--- config.mk ---
export PLATFORM = sky130hd
export DESIGN_NAME = vdc_cpu_port
export DESIGN_NICKNAME = d
export VERILOG_FILES = /design/src/rtl/vdc_pkg.sv /design/src/rtl/vdc_strobe_edge.sv /design/src/rtl/vdc_cpu_port.sv
export SDC_FILE = /design/constraint.sdc
export NUM_CORES = 1
export LEC_CHECK = 0
export ABC_AREA = 1
export CAP_MARGIN = 10
export CORE_MARGIN = 8
export CORE_UTILIZATION = 35
export DETAILED_ROUTE_END_ITERATION = 10
export GPL_ROUTABILITY_DRIVEN = 0
export GPL_TIMING_DRIVEN = 1
export PLACE_DENSITY = 0.48
export SLEW_MARGIN = 20
export SYNTH_ARGS = -nofsm -noshare
export SYNTH_HDL_FRONTEND = slang
export SYNTH_HIERARCHICAL = 1
export SYNTH_SLANG_ARGS = --single-unit
export TNS_END_PERCENT = 10
--- constraint.sdc ---
create_clock -name clock -period 2.6 [get_ports clock]
set_input_delay 0.39 -clock clock [delete_from_list [all_inputs] [get_ports clock]]
set_output_delay 0.39 -clock clock [all_outputs]
set_load 0.005 [all_outputs]
--- src/rtl/vdc_pkg.sv ---
// Shared definitions for the VDC CPU port: register indices, port FSM states
// and the VRAM address increment step selected by CR[12:11].
package vdc_pkg;

   localparam logic [4:0] REG_MAWR = 5'd0;
   localparam logic [4:0] REG_MARR = 5'd1;
   localparam logic [4:0] REG_VWR  = 5'd2;  // reads of this index return VRR
   localparam logic [4:0] REG_CR   = 5'd5;

   typedef enum logic [1:0] {
      ST_IDLE,
      ST_WREQ,
      ST_RREQ
   } vdc_state_e;

   function automatic logic [7:0] inc_step(input logic [1:0] sel);
      case (sel)
         2'b00:   return 8'd1;
         2'b01:   return 8'd32;
         2'b10:   return 8'd64;
         default: return 8'd128;
      endcase
   endfunction

endpackage

--- src/rtl/vdc_strobe_edge.sv ---
// Turns the CPU chip-select/strobe levels into one-cycle access events and
// decodes the port select into status / low-half / high-half accesses.
module vdc_strobe_edge #(
   parameter int CPU_W = 8
) (
   input  logic       clock,
   input  logic       reset_n,
   input  logic       cs_n,
   input  logic       wr_n,
   input  logic       rd_n,
   input  logic [1:0] a,
   output logic       wr_ev,
   output logic       rd_ev,
   output logic       st_sel,
   output logic       lo_sel,
   output logic       hi_sel
);

   logic wr_act, rd_act, wr_act_q, rd_act_q;

   assign wr_act = !cs_n && !wr_n;
   assign rd_act = !cs_n && !rd_n;

   always_ff @(posedge clock or negedge reset_n) begin
      if (!reset_n) begin
         wr_act_q <= 1'b0;
         rd_act_q <= 1'b0;
      end else begin
         wr_act_q <= wr_act;
         rd_act_q <= rd_act;
      end
   end

   // A held strobe stays active, so only its first cycle produces an event.
   assign wr_ev  = wr_act && !wr_act_q;
   assign rd_ev  = rd_act && !rd_act_q;

   assign st_sel = (a == 2'd0);
   assign lo_sel = (a == 2'd2);
   // A 16-bit bus moves the whole word through port 2; port 3 is unused then.
   assign hi_sel = (CPU_W == 16) ? (a == 2'd2) : (a == 2'd3);

endmodule

--- src/rtl/vdc_cpu_port.sv ---
// HuC6270 CPU register port: AR, register file, VRAM data window and the
// single-transaction VRAM request FSM. Optional VDC_READ_PREFETCH_EN prefetches VRR.
module vdc_cpu_port
   import vdc_pkg::*;
#(
   parameter int CPU_W    = 8,
   parameter int ADDR_W   = 16,
   parameter int DATA_W   = 16,
   parameter int NUM_REGS = 20
) (
   input  logic              clock,
   input  logic              reset_n,
   input  logic              CS_n,
   input  logic              WR_n,
   input  logic              RD_n,
   input  logic [1:0]        A,
   input  logic [CPU_W-1:0]  D_in,
   output logic [CPU_W-1:0]  D_out,
   output logic              BUSY_n,
   output logic [ADDR_W-1:0] vram_addr,
   output logic [DATA_W-1:0] vram_wdata,
   output logic              vram_we,
   output logic              vram_re,
   input  logic              vram_ack,
   input  logic [DATA_W-1:0] vram_rdata,
   output logic [DATA_W-1:0] cr
);

   localparam int IDX_W = $clog2(NUM_REGS);
   localparam int HALF  = DATA_W / 2;

   logic wr_ev, rd_ev, st_sel, lo_sel, hi_sel;

   vdc_strobe_edge #(.CPU_W(CPU_W)) u_edge (
      .clock   (clock),
      .reset_n (reset_n),
      .cs_n    (CS_n),
      .wr_n    (WR_n),
      .rd_n    (RD_n),
      .a       (A),
      .wr_ev   (wr_ev),
      .rd_ev   (rd_ev),
      .st_sel  (st_sel),
      .lo_sel  (lo_sel),
      .hi_sel  (hi_sel)
   );

   vdc_state_e        state_q, state_d;
   logic [DATA_W-1:0] regs [NUM_REGS];
   logic [4:0]        ar;
   logic [DATA_W-1:0] vrr;
   logic              drop_q, rd_to_dout;
   logic [ADDR_W-1:0] req_addr;
   logic [DATA_W-1:0] req_wdata;

   logic              busy, ar_ok, ar_vram;
   logic [IDX_W-1:0]  ar_idx;
   logic [DATA_W-1:0] din_w, cur_word, wr_word, rd_word;
   logic [ADDR_W-1:0] step_a, mawr, marr, mawr_inc, marr_inc;
   logic [CPU_W-1:0]  rd_out, status;
   logic              start_w, start_r, drop_set;

   assign busy     = (state_q != ST_IDLE);
   assign ar_ok    = int'(ar) < NUM_REGS;
   assign ar_idx   = ar[IDX_W-1:0];
   assign ar_vram  = (ar == REG_VWR);
   assign din_w    = DATA_W'(D_in);
   assign cur_word = ar_ok ? regs[ar_idx] : '0;
   assign rd_word  = ar_vram ? vrr : cur_word;
   assign cr       = regs[REG_CR];
   assign step_a   = ADDR_W'(inc_step(cr[12:11]));
   assign mawr     = ADDR_W'(regs[REG_MAWR]);
   assign marr     = ADDR_W'(regs[REG_MARR]);
   assign mawr_inc = mawr + step_a;
   assign marr_inc = marr + step_a;
   assign status   = CPU_W'({busy, drop_q, 5'b0});

   always_comb begin
      wr_word = cur_word;
      if (lo_sel && hi_sel) wr_word = din_w;
      else if (lo_sel)      wr_word = {cur_word[DATA_W-1:HALF], din_w[HALF-1:0]};
      else if (hi_sel)      wr_word = {din_w[HALF-1:0], cur_word[HALF-1:0]};
   end

   always_comb begin
      rd_out = CPU_W'(rd_word[HALF-1:0]);
      if (lo_sel && hi_sel) rd_out = CPU_W'(rd_word);
      else if (hi_sel)      rd_out = CPU_W'(rd_word[DATA_W-1:HALF]);
   end

   // Accesses that would launch a VRAM transaction while one is pending are dropped.
   always_comb begin
      start_w  = 1'b0;
      start_r  = 1'b0;
      drop_set = 1'b0;
      if (wr_ev && hi_sel && ar_vram) begin
         if (busy) drop_set = 1'b1;
         else      start_w  = 1'b1;
      end
`ifdef VDC_READ_PREFETCH_EN
      if ((wr_ev && hi_sel && ar == REG_MARR) || (rd_ev && hi_sel && ar_vram)) begin
`else
      if (rd_ev && lo_sel && ar_vram) begin
`endif
         if (busy) drop_set = 1'b1;
         else      start_r  = 1'b1;
      end
   end

   always_ff @(posedge clock or negedge reset_n) begin
      if (!reset_n) state_q <= ST_IDLE;
      else          state_q <= state_d;
   end

   always_comb begin
      state_d = state_q;
      case (state_q)
         ST_IDLE: begin
            if (start_w)      state_d = ST_WREQ;
            else if (start_r) state_d = ST_RREQ;
         end
         ST_WREQ, ST_RREQ: if (vram_ack) state_d = ST_IDLE;
         default: state_d = ST_IDLE;
      endcase
   end

   assign BUSY_n     = !busy;
   assign vram_we    = (state_q == ST_WREQ);
   assign vram_re    = (state_q == ST_RREQ);
   assign vram_addr  = req_addr;
   assign vram_wdata = req_wdata;

   always_ff @(posedge clock or negedge reset_n) begin
      if (!reset_n) begin
         for (int i = 0; i < NUM_REGS; i++) regs[i] <= '0;
         ar         <= '0;
         vrr        <= '0;
         D_out      <= '0;
         drop_q     <= 1'b0;
         rd_to_dout <= 1'b0;
         req_addr   <= '0;
         req_wdata  <= '0;
      end else begin
         // Ack bookkeeping comes first so a same-cycle CPU access takes precedence.
         if (state_q == ST_WREQ && vram_ack) regs[REG_MAWR] <= DATA_W'(mawr_inc);
         if (state_q == ST_RREQ && vram_ack) begin
            vrr <= vram_rdata;
            if (rd_to_dout) begin
               D_out      <= CPU_W'(vram_rdata);
               rd_to_dout <= 1'b0;
            end
         end

         if (wr_ev) begin
            if (st_sel) ar <= D_in[4:0];
            else if ((lo_sel || hi_sel) && ar_ok && !(ar_vram && drop_set))
               regs[ar_idx] <= wr_word;
         end

         if (rd_ev && st_sel) begin
            D_out <= status;
         end else if (rd_ev && (lo_sel || hi_sel) && !drop_set) begin
            D_out <= rd_out;
            if (hi_sel && ar_vram) regs[REG_MARR] <= DATA_W'(marr_inc);
`ifndef VDC_READ_PREFETCH_EN
            if (lo_sel && ar_vram) rd_to_dout <= 1'b1;
`endif
         end

         if (drop_set)              drop_q <= 1'b1;
         else if (rd_ev && st_sel)  drop_q <= 1'b0;

         if (start_w) begin
            req_addr  <= mawr;
            req_wdata <= wr_word;
         end
`ifdef VDC_READ_PREFETCH_EN
         if (start_r) req_addr <= wr_ev ? ADDR_W'(wr_word) : marr_inc;
`else
         if (start_r) req_addr <= marr;
`endif
      end
   end

endmodule

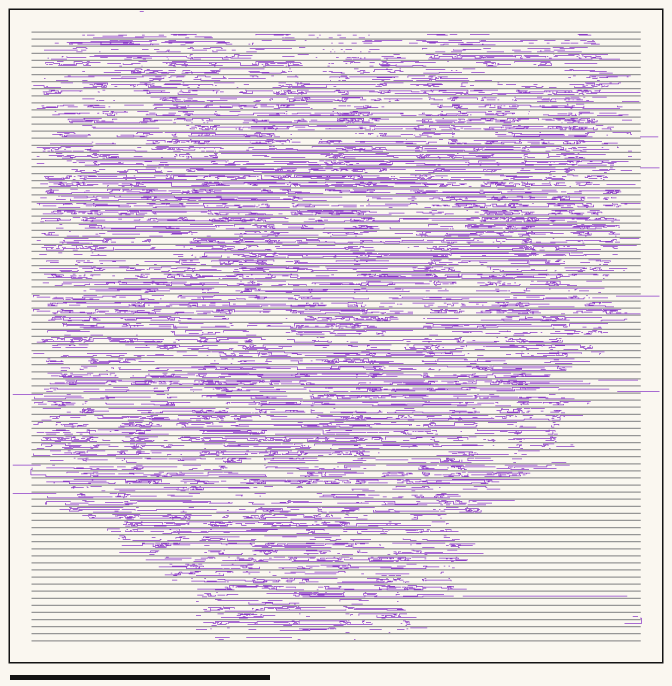
(run_1/layer_met1.png)
Bar = 100 µm. Supply wires on this layer in gray.
2554 nets have wire on it. The wires run mostly horizontal. The layer holds 45% of the routed length.
routed via count: 17.3k
total wirelength of the detailed-routed design: 68600 µm
global routing met1 resource utilization: 29.2%

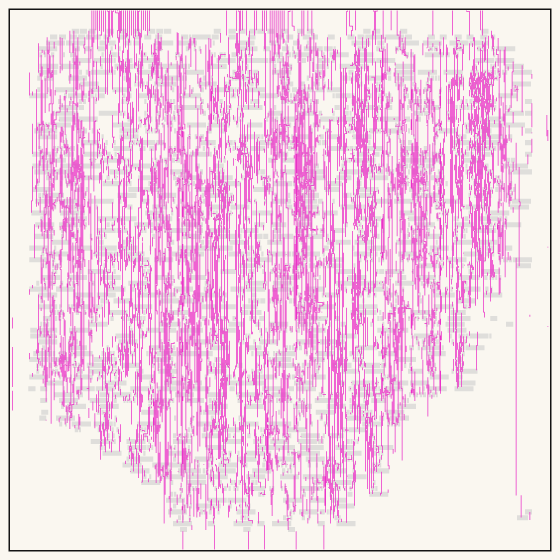
(run_1/layer_met2.png)
The layer carries 31.4 mm of wire. The layer holds 46% of the routed length.
global-route track usage on met2: 34.5%

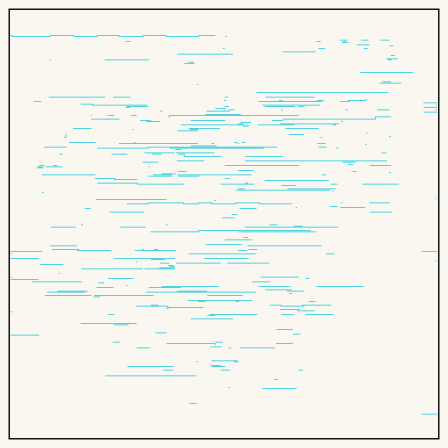
(run_1/layer_met3.png)
167 nets have wire on it. The layer carries 3970 µm of wire.
met3 layer usage reported by global route: 3.38%

==> summary.txt, run 1 <==
Notes from the flow run.

Synthesis:
- The run puts the number of warnings issued by yosys at 6.
- Synthesis handed over a netlist of 2559 instances.
- The run gives the area share of the largest cell type after synthesis as between 50% and 60%.
- The run gives the most frequent cell after synthesis as nand2_1.
- The run puts the synthesized netlist net count at 2605.
- The main area contributors are dfrtp_1, nand2_1, o21ai_0.
- The run gives the adder-cell share of the synthesized area as 0.910%.
- The biggest area contributor in the post-synthesis netlist is dfrtp_1.
- By count the netlist is led by nand2_1, dfrtp_1, o21ai_0.

Clock tree:
- The run puts the TritonCTS buffer count at 46.
- The run gives the H-tree depth as 2.
- In this run the post-CTS setup repair buffer count came out at 0.
- The report lists the number of cells resized after CTS as 5.
- The run gives the clock-pin transition on the worst setup and hold timing paths as 60 ps.
- The tree is rooted in a clkbuf_16.

Finish:
- The run puts the area of combinational cells with multiple inputs at between 0.008 and 0.009 mm².
- Per the cell usage report, the commonest logic cell in the layout is nand2_1.
- The run gives the post-route core utilization as about 43%.
- The run puts the count of multi-input combinational gates at about 1.8k.
- The run gives the number of antenna cells inserted as 0.
- The run puts the count of plain and timing-repair buffers in the layout at ~230.
- The run puts the share of layout cells above drive strength 1 at 10.6%.
- The run gives the number of sequential storage elements as 387.
- The sequential cells in the finished layout cover a total of slightly below 0.01 mm².
- The run puts the final design area excluding fillers at 0.0236 mm².
- The run gives the count of inverters not on the clock network in the layout as roughly 160.
- Per the layout area report, the combinational fraction of cell area is 34.8%.
- The run gives the non-clock buffering overhead in the final layout as 11.4%.
- In the layout the commonest cells are nand2_1, dfrtp_1, o21ai_0.

Floorplanning:
- The run gives the number of I/O pins as just over 90.
- The run gives the floorplan die area as 0.0628 mm².
- The run puts the area of the core at 0.0548 mm².
- The die is 251 µm wide.
- The run puts the total number of placement rows at approximately 86.
- The run puts the number of tap cells added at floorplan at 704.

Timing:
- The run puts the setup skew after layout at about 27 ps.
- Dividing the final minimum period by the clock period gives 96.0%.
- The run gives the worst relative slew slack as 60.8%.
- The run gives the minimum period implied by the final worst setup slack as 2500 ps.
- The run puts the number of endpoints with negative hold slack in the final report at 0.
- The run gives the worst hold slack as 366 ps.
- The run gives the count of endpoints failing setup in the final report as 0.

Setup path:
- The startpoint identified for the worst register-to-register timing path is ar[0].
- The run gives the worst flop-to-flop path endpoint as marr[2].
- The run gives the highest cell delay on the worst timing path as 470 ps.
- STA classifies the critical path startpoint as a flop.
- The run puts the register-to-register setup slack at just over 100 ps.
- The run puts the cell count along the critical path at 15.
- The critical path in this run is classified as flop to flop.
- Per STA, the worst path accumulates the most delay in the family simple AND/OR/NAND/NOR gates.

Drt:
- The run gives the met1 wire length as 30600 µm.
- Dividing the detail-routed wire length by the instance count gives between 20 and 25 µm.
- The run gives the routed via count divided by cell count as about 5.

GRT:
- The run puts the first-pass GRT wire length at between 100000 and 150000 µm.
- The run puts the total global routing track utilization at about 22%.
- The run puts the global-route congestion overflow total at 0.
- Looking at the global route congestion table, the highest-usage layer is met2.

Placement:
- The run gives the worst slack at placement as -81.4 ps.
- As logged by OpenROAD, the buffers inserted on ports number 90.
- The run gives the number of cells in the design after placement as 3325.
- The run gives the post-DP HPWL as between 40000 and 50000 µm.

Status:
- The flow ran to the end, and the final reports show no timing, DRC or antenna violations.

Min path:
- The run gives the hold path startpoint as vram_rdata[15].
- The run puts the instance count along the most critical hold path at 3.

Power and ir drop:
- The run gives the reported combinational group power as 6.07 mW.
- The run puts the final total power at 20.5 mW.
- Per report_power, the sequential group accounts for roughly 38% of the total.
- The run puts the power in the clock group at 6.66 mW.
- The run gives the switching power as a share of total power as 35.1%.
==> run_1/congestion.png <==
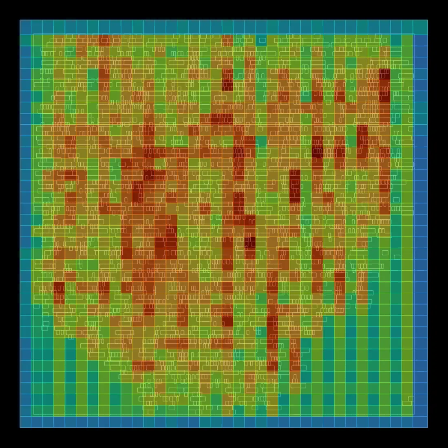

--- run 2 (diff from run 1) ---
--- a/config.mk
+++ b/config.mk
@@ -9,11 +9,13 @@
 export CAP_MARGIN = 10
 export CORE_MARGIN = 8
 export CORE_UTILIZATION = 35
+export CTS_BUF_LIST = sky130_fd_sc_hd__clkbuf_4 sky130_fd_sc_hd__clkbuf_8
 export DETAILED_ROUTE_END_ITERATION = 10
 export GPL_ROUTABILITY_DRIVEN = 0
 export GPL_TIMING_DRIVEN = 1
 export PLACE_DENSITY = 0.48
-export SLEW_MARGIN = 20
+export SETUP_SLACK_MARGIN = 0.3
+export SLEW_MARGIN = 30
 export SYNTH_ARGS = -nofsm -noshare
 export SYNTH_HDL_FRONTEND = slang
 export SYNTH_HIERARCHICAL = 1
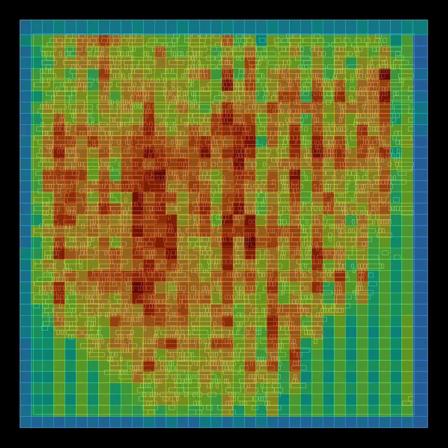
(run_2/congestion.png)
overall track demand over capacity in global routing: 22.5%
end-of-flow core utilization: 45.5%

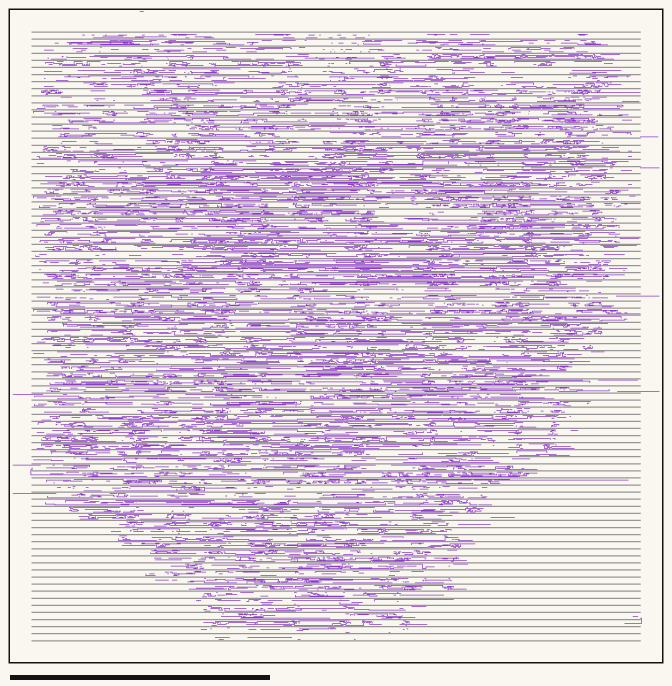
(run_2/layer_met1.png)
Bar = 100 µm. Supply wires on this layer in gray.
2623 nets have wire on it. The longest straight run is 78.2 µm. The layer carries 32.8 mm of wire. The layer holds 44% of the routed length. The wires run mostly horizontal.
global routing met1 resource utilization: 29.9%
total wirelength of the detailed-routed design: 74200 µm
routed via count: 18.0k

==> run 2 against run 1 <==
Effect of this change: clock skew up 10 ps; register-to-register slack better by 80 ps; clock power about the same; global-route usage up 0.96 points; utilization up 2.4 points; highest routed layer unchanged.
==> summary.txt, run 2 <==
Notes from the flow run.

Synthesis:
- The run puts the area share of the largest cell type after synthesis at between 50 and 60%.
- The run gives the synthesized netlist net count as 2605.
- The run gives the number of distinct library cells after synthesis as 40.
- The run gives the biggest area consumer among synthesized cells as dfrtp_1.
- The run puts the yosys-reported design area after synthesis at 0.0193 mm².
- The run gives the post-synthesis share of cell area spent on xor and xnor gates as 0.546%.
- Grouping non-sequential cells by family puts the most area in simple AND/OR/NAND/NOR gates.
- The run puts the count of library flops with an enable pin at 0.
- The run gives the main flop type as dfrtp_1.
- By area the synthesized netlist is led by dfrtp_1, nand2_1, o21ai_0.
- For this run the top cell type by instance count after synthesis was nand2_1.
- Of the total synthesized cell area, the portion taken by full adders, half adders and majority gates is 0.910%.
- The run gives the number of warnings issued by yosys as 6.
- Counting every instance in the synthesized netlist gives 2559.
- For reference, the mux area share after synthesis is 0%.
- The run gives the simple-gate share of the synthesized area as 28.9%.
- The run gives the area share of and-or/or-and cells after synthesis as 12.0%.
- The run gives the count of state elements after synthesis as around 390.
- The run gives the number of cell instances after yosys synthesis as 2559.
- The run gives the share of the yosys chip area belonging to registers as about half.
- After synthesis, the most frequently instantiated cells are nand2_1, dfrtp_1, o21ai_0.
- The run gives the proportion of synthesized flip-flops having asynchronous set or reset as 100%.
- The synthesized netlist occupies a cell area of 0.0193 mm².

Timing:
- Looking at the max-slew report, the worst-margin pin has a slew of 779 ps.
- The final timing report counts setup violations totalling 0.
- The run puts the minimum setup slack in the final design at 185 ps.
- Setup repair after global routing could not meet its margin everywhere.
- Headroom to the max-slew limit came out at ~47%.
- The run gives the minimum period implied by the final worst setup slack as 2420 ps.
- For this run, the top clock speed supported by timing is between 400 and 500 MHz.
- Of the available clock period, the critical path in the final layout requires 92.9%.
- The run puts the worst hold slack at ~270 ps.
- The run puts the aggregate negative setup slack at 0 ps.
- The run gives the setup skew after layout as 36.8 ps.
- The run puts the number of endpoints with negative hold slack in the final report at 0.

Drt:
- In this run, the number of DRC markers left after iteration 0 of detailed routing was 1787.
- The run gives the number of nets still failing antenna checks after routing as 0.
- The run puts the number of remaining DRC errors at 0.
- The run puts the total length of routed met3 wires at ~4700 µm.
- The run puts the amount of wire on met2 after detailed routing at 34100 µm.
- The routed wirelength on the met1 layer is recorded as 32800 µm.
- The run gives the detail-routed net length per standard cell as 21.2 µm.
- The run gives the total iterations of the first detailed-routing run as 6.
- Per the detail_route report, vias per standard cell equal 5.13.

Setup path:
- STA classifies the critical path startpoint as a flop.
- The OpenROAD report gives the critical path a required time of approximately 3200 ps.
- The run puts the buffer and inverter count on the worst path at 5.
- The critical path in this run is classified as flop to flop.
- The run puts the cell count along the critical path at 14.
- For reference, the critical path is launched at ar[1].
- The run puts the register-to-register setup slack at approximately 180 ps.
- The run gives the startpoint of the lowest-slack register-to-register path as ar[1].
- For reference, the critical path cell chain is inv_4 -> nor2_4 -> buf_12 -> clkbuf_16 -> nand2_1 -> nand3_1 -> nand2_1 -> nand3_2 -> nor2_2 -> nand2_2 -> nand2_4 -> buf_12 -> buf_4 -> o21ai_0.
- The run puts the maximum fanout along the worst path at 20.
- The run gives the depth of the most critical reg-to-reg path as 14.
- Looking at the critical path, the single cell with the biggest stage delay is dfrtp_2.
- The run gives the highest cell delay on the worst timing path as 490 ps.
- Among cell families on the critical path, the largest total delay comes from simple AND/OR/NAND/NOR gates.

Floorplanning:
- Across the placement rows, the number of tap cells is 704.
- The run gives the width of the die as 251 µm.
- The run gives the floorplan core density as 35.2%.
- The run puts the total number of placement rows at roughly 86.
- The run puts the floorplan die area at 0.0628 mm².
- The run gives the number of I/O pins as 91.
- The run gives the area of the core as 0.0548 mm².

Finish:
- In this run the layout overhead on the synthesized area is reported as 29.5%.
- The run puts the number of nets in the final layout at 2785.
- Among logic cells in the layout, the one with the most instances is nand2_1.
- The run puts the number of cells in the finished layout apart from fillers at 3502.
- The run puts the final design area excluding fillers at 0.0249 mm².
- In the final layout, the share of cells above drive strength 1 is 17.2%.
- The run gives the largest cell class by area as sequential cells.
- The run puts the area taken by flip-flops and latches at 0.00969 mm².
- The library cells used most frequently in the layout, excluding fill and tap cells, are nand2_1, dfrtp_1, o21ai_0.
- The run puts the fraction of area in multi-input gates at 34.8%.
- The run puts the count of multi-input combinational gates at 1845.
- The run puts the number of fill cells at 5470.
- The design has 387 sequential cells.
- The run gives the non-clock buffering overhead in the final layout as between 10% and 20%.
- The run puts the count of plain and timing-repair buffers in the layout at 271.
- The layout has 160 inverters outside the clock class.
- The multi-input combinational cells in the finished layout cover a total of 0.00867 mm².
- Across the whole layout, storage elements make up around 40% of the cell area.
- The final layout report lists a clock buffer count of about 120.
- The run gives the number of antenna cells inserted as 3.

Clock tree:
- Clock latency on the worst-skew pair, taken at its later pin, is 680 ps.
- The run gives the number of buffers added for setup after CTS as 7.
- The run puts the clock-pin transition on the worst setup and hold timing paths at 60 ps.
- TritonCTS built the clock tree.
- The run puts the H-tree depth at 3.
- CTS placed an instance of clkbuf_8 at the clock tree root.
- The run puts the number of gates resized after cts at slightly above 100.
- Counting the buffers created by CTS gives ~74.

GRT:
- The run puts the routing usage on met2 at 36.1%.
- The run gives the first-pass GRT wire length as 108000 µm.
- Entering global routing, the biggest net connects between 60 and 70 pins.
- In this run the most used layer during global routing was met2.
- The run gives the global-route track usage on met3 as 4.68%.
- The run gives the global-route congestion overflow total as 0.
- The run puts the number of antenna violations at the first check in global routing at 3.

Power and ir drop:
- The run puts the standby leakage power at 12.2 nW.
- Per report_power, the combinational group accounts for 33.0% of the total.
- The run gives the largest voltage drop on the vdd net as 0.393 mV.
- In the power breakdown, the internal column shows ~14 mW.
- Registers are responsible for a little over a third of the overall power.
- Summed over all combinational cells, the power is 7.12 mW.
- The run puts the power drawn by the sequential cells at 7.80 mW.
- The run puts the switching power as a share of total power at 36.5%.
- The run puts the final total power at between 20 and 25 mW.
- The run puts the power in the clock group at 6.67 mW.

Placement:
- The run puts the number of buffers inserted by port buffering at 90.
- The run puts the post-DP HPWL at 47500 µm.
- OpenSTA, run right after detailed placement, puts the worst setup slack at -81.4 ps.
- Once placement completed, the tool counted placed cells totaling 3325.
- The run puts the post-placement cell area at 0.0219 mm².

Min path:
- The run gives the type of the worst min-delay path as input port to flop.
- The path with the worst hold slack has its endpoint at vrr[15].
- The worst hold path begins at vram_rdata[15].
- The run gives the instance count along the most critical hold path as 3.

Status:
- The flow ran to the end, and the final reports show no timing, DRC or antenna violations.
==> run_2/layer_met2.png <==
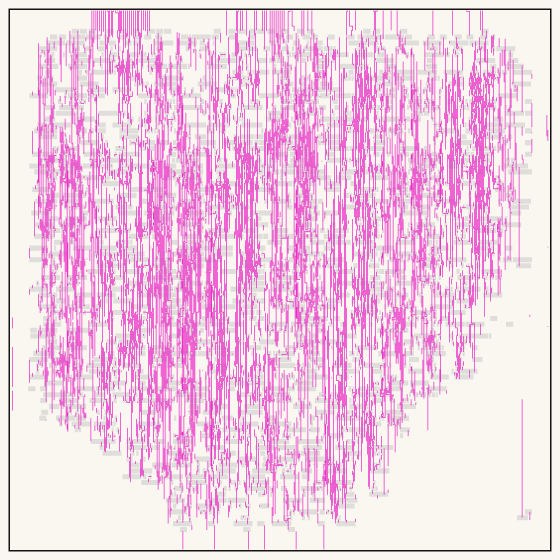

--- run 3 (diff from run 2) ---
--- a/config.mk
+++ b/config.mk
@@ -11,9 +11,10 @@
 export CORE_UTILIZATION = 35
 export CTS_BUF_LIST = sky130_fd_sc_hd__clkbuf_4 sky130_fd_sc_hd__clkbuf_8
 export DETAILED_ROUTE_END_ITERATION = 10
+export DONT_BUFFER_PORTS = 1
 export GPL_ROUTABILITY_DRIVEN = 0
 export GPL_TIMING_DRIVEN = 1
-export PLACE_DENSITY = 0.48
+export PLACE_DENSITY = 0.46
 export SETUP_SLACK_MARGIN = 0.3
 export SLEW_MARGIN = 30
 export SYNTH_ARGS = -nofsm -noshare
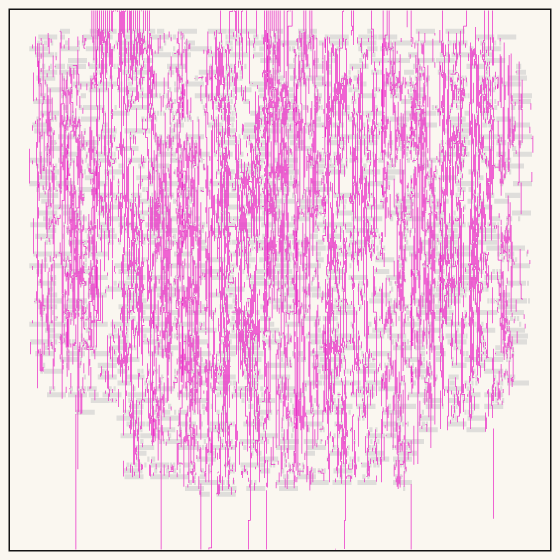
(run_3/layer_met2.png)
The layer carries 34.1 mm of wire. 2078 nets have wire on it. The wires run mostly vertical. The longest straight run is 116 µm. The layer holds 46% of the routed length.
routed via count: 17.7k
total wirelength of the detailed-routed design: 74600 µm

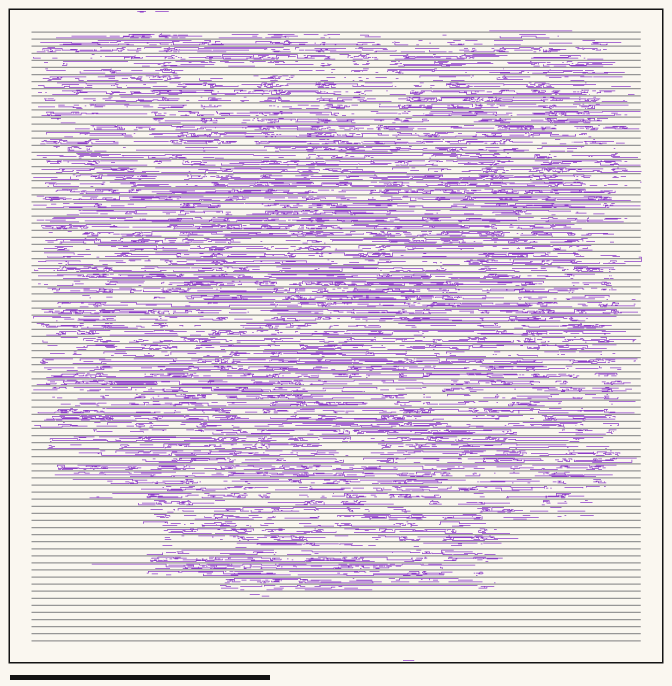
(run_3/layer_met1.png)
Bar = 100 µm. Supply wires on this layer in gray.
2569 nets have wire on it. The longest straight run is 76.8 µm. The wires run mostly horizontal. The layer holds 44% of the routed length.
global routing met1 resource utilization: 30.8%

==> run 3 against run 2 <==
Effect of this change: the run now ends with negative hold slack left; clock-buffer cell count is 3 lower; register-to-register slack better by 20 ps; sequential share of layout area is 1.3 points higher; synthesized area stayed put; hold slack worse by 790 ps; total power is 4.8% lower; flip-flop count stayed put; global-route usage is 0.44 points higher; largest cell class unchanged; largest power group unchanged; highest routed layer unchanged.
==> summary.txt, run 3 <==
Notes from the flow run.

Status:
- The run finished, with violations left.
- The checks that failed: negative hold slack.

GRT:
- The run puts the maximum number of pins on one net before global-route repair at 388.
- Global routing put the most usage on met2.
- The first global-routing pass estimated 110000 µm of wire.
- For this run, global-route usage on met3 was measured as 5.34%.
- The run gives the number of antenna violations at the first check in global routing as 3.
- The run puts the global-route congestion overflow total at 0.
- The run gives the total global routing track utilization as 23.0%.
- met2 track demand over resource after global routing is 35.7%.

Synthesis:
- The run gives the multiplexer share of the synthesized area as 0%.
- The run puts the simple-gate share of the synthesized area at 28.9%.
- Warnings reported by Yosys during synthesis add up to 6.
- The run puts the share of the yosys chip area belonging to registers at 50.3%.
- The run puts the synthesized instance count at 2559.
- The run puts the yosys-reported design area after synthesis at 0.0193 mm².
- Ranked by total cell area, the synthesized netlist is headed by dfrtp_1, nand2_1, o21ai_0.
- The area fraction of the largest cell type after synthesis is approximately half.
- The most common cell in the synthesized netlist is nand2_1.
- Yosys mapped a number of flops with a built-in enable equal to 0.
- The run gives the synthesized netlist net count as 2605.
- The run puts the area share of and-or/or-and cells after synthesis at 12.0%.
- By count the netlist is led by nand2_1, dfrtp_1, o21ai_0.
- dfrtp_1 takes more of the synthesized area than any other cell.
- The run gives the post-synthesis cell area as roughly 0.019 mm².
- The run gives the number of distinct library cells after synthesis as 40.

Power and ir drop:
- The run puts the sequential cell fraction of total power at 38.4%.
- The run gives the reported combinational group power as 6.38 mW.
- The run gives the combinational fraction of design power as 31.1%.
- The run gives the power drawn by the sequential cells as 7.89 mW.

Timing:
- The run puts the top achievable clock speed at approximately 420 MHz.
- In the final timing run, aggregate negative setup slack is 0 ps.
- Per the finish-stage timing summary, setup violations number 0.
- The run gives the actual transition at the worst max-transition pin as 1190 ps.
- The run gives the worst hold slack as -522 ps.
- Checking max transition, the worst relative margin is 21.0%.
- The run gives the setup skew after layout as 36.4 ps.
- The run gives the number of endpoints with negative hold slack in the final report as slightly below 400.

Drt:
- The run puts the number of remaining DRC errors at 0.
- The run gives the total length of routed met3 wires as 4880 µm.
- The first detailed-routing pass ran for 6 iterations.
- TritonRoute output was used to compute an average wire per cell of ~22 µm.
- The run gives the routed via count divided by cell count as 5.14.

Setup path:
- The run gives the highest cell delay on the worst timing path as roughly 460 ps.
- Looking at the critical path, the single cell with the biggest stage delay is dfrtp_2.
- The startpoint identified for the worst register-to-register timing path is ar[0].
- The run puts the buffer and inverter count on the worst path at 5.
- The critical path is of the flop to flop type.
- The critical path runs through a total of 14 cells.
- The run puts the maximum fanout along the worst path at 21.
- The run gives the register-to-register setup slack as 210 ps.
- The critical path goes through buf_12 -> nand2_8 -> inv_4 -> buf_12 -> buf_12 -> nand2_1 -> nand3_1 -> nand2_1 -> nand3_1 -> nor2_1 -> nand2_1 -> nand2_2 -> buf_12 -> o21ai_0.
- The critical path starts at ar[0].
- The run gives the depth of the most critical reg-to-reg path as 14.

Finish:
- The run puts the register share of the cell area at 40.2%.
- The run puts the post-route core utilization at approximately 44%.
- The finished layout holds 3443 standard cells, fillers aside.
- Compared with the post-synthesis result, the final layout area differs by 25.3%.
- The run gives the area taken by flip-flops and latches as approximately 0.0097 mm².
- The finished cells cover 0.0241 mm².
- The layout contains a multi-input combinational cell count of 1846.
- The largest cell class by area is sequential cells.
- By instance count after routing, the leading logic cell types are nand2_1, dfrtp_1, o21ai_0.
- The run gives the number of fill cells as 5531.
- The run gives the count of plain and timing-repair buffers in the layout as roughly 220.
- The run puts the non-clock buffering overhead in the final layout at 11.4%.
- The run gives the number of nets in the final layout as 2730.
- The run puts the share of layout cells above drive strength 1 at 17.8%.
- In the final layout, the clock buffer count is 117.
- Per the layout area report, the combinational fraction of cell area is a little over a third.

Clock tree:
- The run puts the TritonCTS buffer count at just over 70.
- As reported, the later end of the worst-skew pair has a clock insertion delay of between 600 and 700 ps.
- The run gives the number of buffers added for setup after CTS as about 41.
- The run gives the root cell of the clock tree as clkbuf_8.
- The number of gates resized after CTS was 115.
- TritonCTS built the clock tree.
- The run puts the H-tree depth at 3.

Floorplanning:
- The run puts the floorplan core density at roughly a third.
- The run gives the area of the core as 0.0548 mm².
- The run puts the number of tap cells added at floorplan at between 700 and 800.
- In this run the full chip footprint comes out at 0.0628 mm².

Placement:
- The run gives the post-DP HPWL as 47400 µm.
- The run puts the worst slack at placement at -164 ps.
- The run puts the number of buffers inserted by port buffering at 0.
Power and IR drop assume default switching activity.
